<file path="src/rtl/arb_requester_4ch.sv">
// rtl/arb_requester_4ch.sv - requester-side companion to a 4-channel fixed-priority arbiter
// Optional REQ-state abandon timer is compiled in with ARB_REQ_TIMEOUT_EN.
module arb_requester_4ch #(
  parameter int NCH         = 4,
  parameter int CNT_W       = 3,
  parameter int HOLD_CYCLES = 4,
  parameter int TIMEOUT     = 15
) (
  input  logic           clk,
  input  logic           rst_n,
  input  logic [NCH-1:0] push,
  output logic [NCH-1:0] req_out,
  input  logic [NCH-1:0] grant_in,
  output logic [NCH-1:0] owner,
  output logic [NCH-1:0] done,
  output logic           lost_grant,
  output logic           grant_err,
  output logic [NCH-1:0] overflow,
  output logic           timeout
);

  typedef enum logic [1:0] {IDLE, REQ, OWN, REL} state_t;

  state_t           state;
  logic [CNT_W-1:0] pend [NCH];
  logic [7:0]       hold;
  logic [NCH-1:0]   pend_nz;
  logic [NCH-1:0]   complete;
  logic             grant_ok;
  logic             grant_bad;
  logic             wait_expired;

  always_comb begin
    pend_nz = '0;
    for (int i = 0; i < NCH; i++) pend_nz[i] = (pend[i] != '0);
  end

  // A legal grant is exactly one bit and lands on a channel we are requesting.
  assign grant_ok  = $onehot(grant_in) && ((grant_in & req_out) != '0);
  assign grant_bad = (grant_in != '0) && !grant_ok;

  assign complete = (state == OWN && hold == 8'd0 && (grant_in & owner) != '0) ? owner : '0;

  always_ff @(posedge clk or negedge rst_n) begin
    if (!rst_n) begin
      for (int i = 0; i < NCH; i++) pend[i] <= '0;
      overflow <= '0;
    end else begin
      for (int i = 0; i < NCH; i++) begin
        if (push[i] && !complete[i]) begin
          if (pend[i] == '1) overflow[i] <= 1'b1;
          else               pend[i]     <= pend[i] + CNT_W'(1);
        end else if (!push[i] && complete[i]) begin
          pend[i] <= pend[i] - CNT_W'(1);
        end
      end
    end
  end

`ifdef ARB_REQ_TIMEOUT_EN
  logic [7:0] wait_cnt;

  always_ff @(posedge clk or negedge rst_n) begin
    if (!rst_n)
      wait_cnt <= '0;
    else if (state == REQ && !grant_ok && wait_cnt != 8'(TIMEOUT - 1))
      wait_cnt <= wait_cnt + 8'd1;
    else
      wait_cnt <= '0;
  end

  assign wait_expired = (state == REQ) && !grant_ok && (wait_cnt == 8'(TIMEOUT - 1));
`else
  logic [7:0] unused_timeout;
  assign unused_timeout = 8'(TIMEOUT);
  assign wait_expired   = 1'b0;
`endif

  always_ff @(posedge clk or negedge rst_n) begin
    if (!rst_n) begin
      state      <= IDLE;
      req_out    <= '0;
      owner      <= '0;
      done       <= '0;
      lost_grant <= 1'b0;
      grant_err  <= 1'b0;
      timeout    <= 1'b0;
      hold       <= '0;
    end else begin
      done       <= '0;
      lost_grant <= 1'b0;
      grant_err  <= 1'b0;
      timeout    <= 1'b0;
      case (state)
        IDLE: begin
          // pend_nz is zero unless we are leaving, so this keeps req_out low in IDLE.
          req_out <= pend_nz;
          if (pend_nz != '0) state <= REQ;
        end
        REQ: begin
          grant_err <= grant_bad;
          if (grant_ok) begin
            owner   <= grant_in;
            req_out <= grant_in;
            hold    <= 8'(HOLD_CYCLES - 1);
            state   <= OWN;
          end else if (wait_expired) begin
            timeout <= 1'b1;
            req_out <= '0;
            state   <= REL;
          end else if (pend_nz == '0) begin
            req_out <= '0;
            state   <= IDLE;
          end else begin
            req_out <= pend_nz;
          end
        end
        OWN: begin
          if ((grant_in & owner) == '0) begin
            lost_grant <= 1'b1;
            owner      <= '0;
            req_out    <= pend_nz;
            state      <= REQ;
          end else if (hold == 8'd0) begin
            done    <= owner;
            owner   <= '0;
            req_out <= '0;
            state   <= REL;
          end else begin
            hold <= hold - 8'd1;
          end
        end
        REL: begin
          req_out <= '0;
          state   <= IDLE;
        end
        default: state <= IDLE;
      endcase
    end
  end

endmodule

</file>
<file path="config.mk">
export PLATFORM = sky130hd
export DESIGN_NAME = arb_requester_4ch
export DESIGN_NICKNAME = d
export VERILOG_FILES = /design/src/rtl/arb_requester_4ch.sv
export SDC_FILE = /design/constraint.sdc
export NUM_CORES = 1
export LEC_CHECK = 0
export ABC_AREA = 1
export CORE_MARGIN = 2
export CORE_UTILIZATION = 45
export DETAILED_ROUTE_END_ITERATION = 6
export PLACE_DENSITY = 0.67
export SYNTH_ARGS = -nofsm -noshare
export SYNTH_HDL_FRONTEND = slang
export SYNTH_SLANG_ARGS = --single-unit
</file>
<file path="constraint.sdc">
create_clock -name clk -period 3.6 [get_ports clk]
set_input_delay 0.54 -clock clk [delete_from_list [all_inputs] [get_ports clk]]
set_output_delay 0.54 -clock clk [all_outputs]
set_load 0.005 [all_outputs]
</file>
**Cell placement**

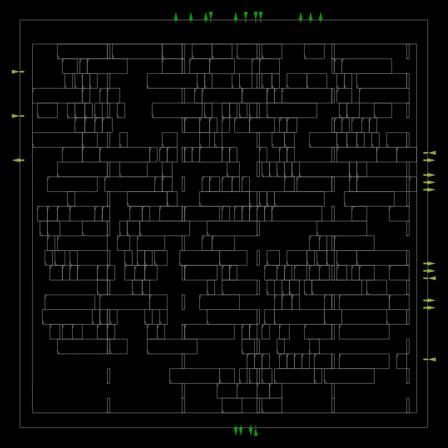
sequential portion of the cell area: 0.373
Core Rows: 25
Final Core Density: 0.558

**Signal metal coverage by tile**

Bar = 20 um. 15 x 15 tiles, from black (low) to pale yellow (high), scaled to the fullest tile. Values are wire area over tile area, all layers added.
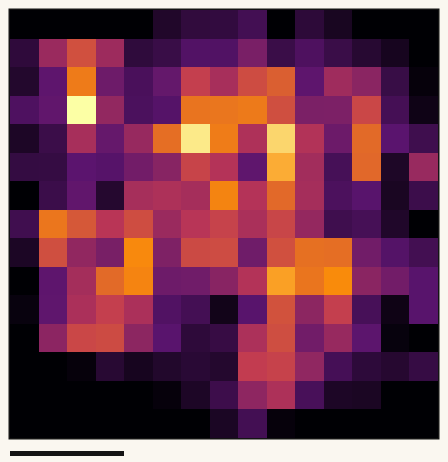
The mean over all tiles is 0.13. 20% of the tiles are over half the peak. 18% of the tiles are nearly empty.
DR WL/cell: 12.4 um
vias post-DR: 1803
Total GRT Usage: 0.182
final WL: 4.47 mm

**Placed cells, one color a class**

Fill, decap, tap and diode cells in gray.
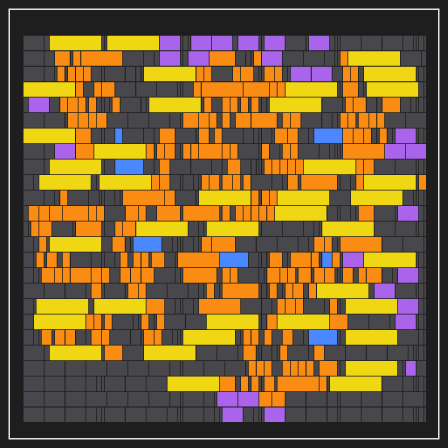
Key: combinational and other logic = orange [cells 221]; clock drivers and dummy loads = blue [cells 7]; remaining buffers and delay cells = purple [cells 27]; sequential cells = yellow [cells 40]

**Register map, names as in the netlist**

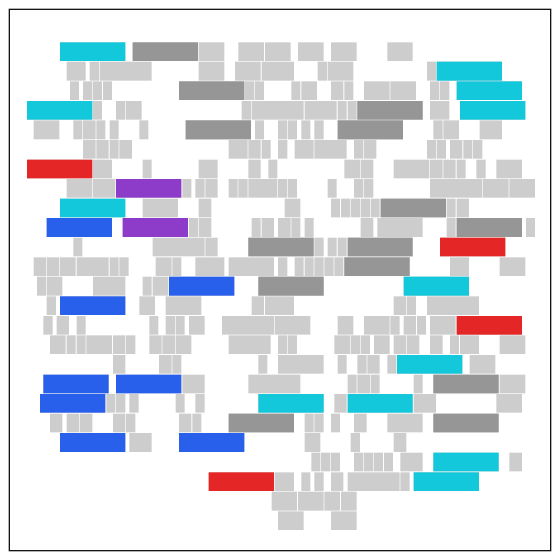
Key: overflow = red [sequential cells 4]; state = purple [sequential cells 2]; hold = blue [sequential cells 8]; pend = cyan [sequential cells 12, where widely spread]
Another 14 sequential cells are not colored.
power in sequential cells: 786 uW
Sequential Area: 0.00100 mm^2

**Layout detail**

Bar = 20 um. Window x 0 to 50, y 0 to 50 um. Cells in gray, sequential cells in the stronger gray; small squares are vias.
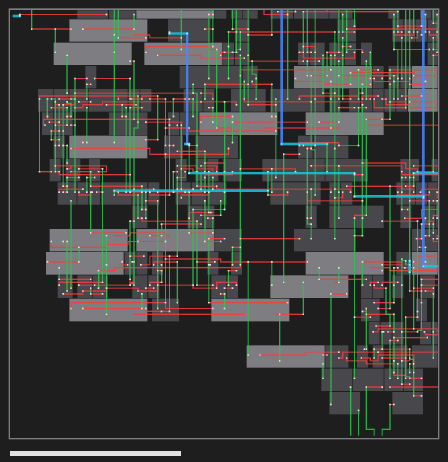
Key: metal 2 = green; metal 3 = cyan; metal 1 = red; metal 4 = blue
Sequential cells in the window: 15. Most frequent: nand2_1 (32), inv_1 (15), dfrtp_1 (15). 133 logic cells have their middle in the window. Netlist names of flops here include hold (8), owner (2), pend (2).

==> out/metrics.cfg <==
[cells_and_area]
comb_area_mm2=0.00112
comb_share=0.417
syn_to_final_growth_pct=17.9
lay_top_count=nand2_1
instances_no_fill=362
top_regs=pend x12, hold x8
nNetsFinal=315

[run_status]
status=complete, no violations

[power_and_ir_drop]
p_clk_frac=0.155
leakage_uw=0.00133
power_top_consumer=sequential cells
p_total_uw=1830
p_sw_uw=736

[setup_path]
crit_chain=clkdlybuf4s50_1, inv_1, fa_1, inv_1, ha_1, ha_1, nor3b_1, nand2_1, nor2_4, inv_2, nand2_4, nand4_1, o21ai_1
crit_family=adder cells
path_depth=13
critical_path.startpoint_type=primary input

[global_route]
first_global_vias=1697
gr-usage-met2=0.291
grt_max_degree=41

[logic_synthesis]
edf_count=0
top_logic_kind=simple AND/OR/NAND/NOR gates
ys_sh_mux=0
ys_seq_frac=0.439
syn_nets=283
ys_sh_simple=0.321
ys_ff=40
ys_top_cells_by_count=71 x nand2_1, 40 x dfrtp_1, 31 x inv_1
async_reset_ff_frac=1.00

[place]
place_congestion=0.837
dpl.hpwl_mm=3.46
portBuffers=27

[detailed_routing]
drtPass1Iterations=4
met1_length_mm=2.04

[die]
n_tap_cell=67
die_h_um=75.2
fp.coreArea_mm2=0.00482

[final_timing]
finalSetupViolations=0
final-hold-violation-count=0
min_period_ps=2900

[cts]
clk_latency_ps=300

Power is estimated from default activity; no workload was simulated.
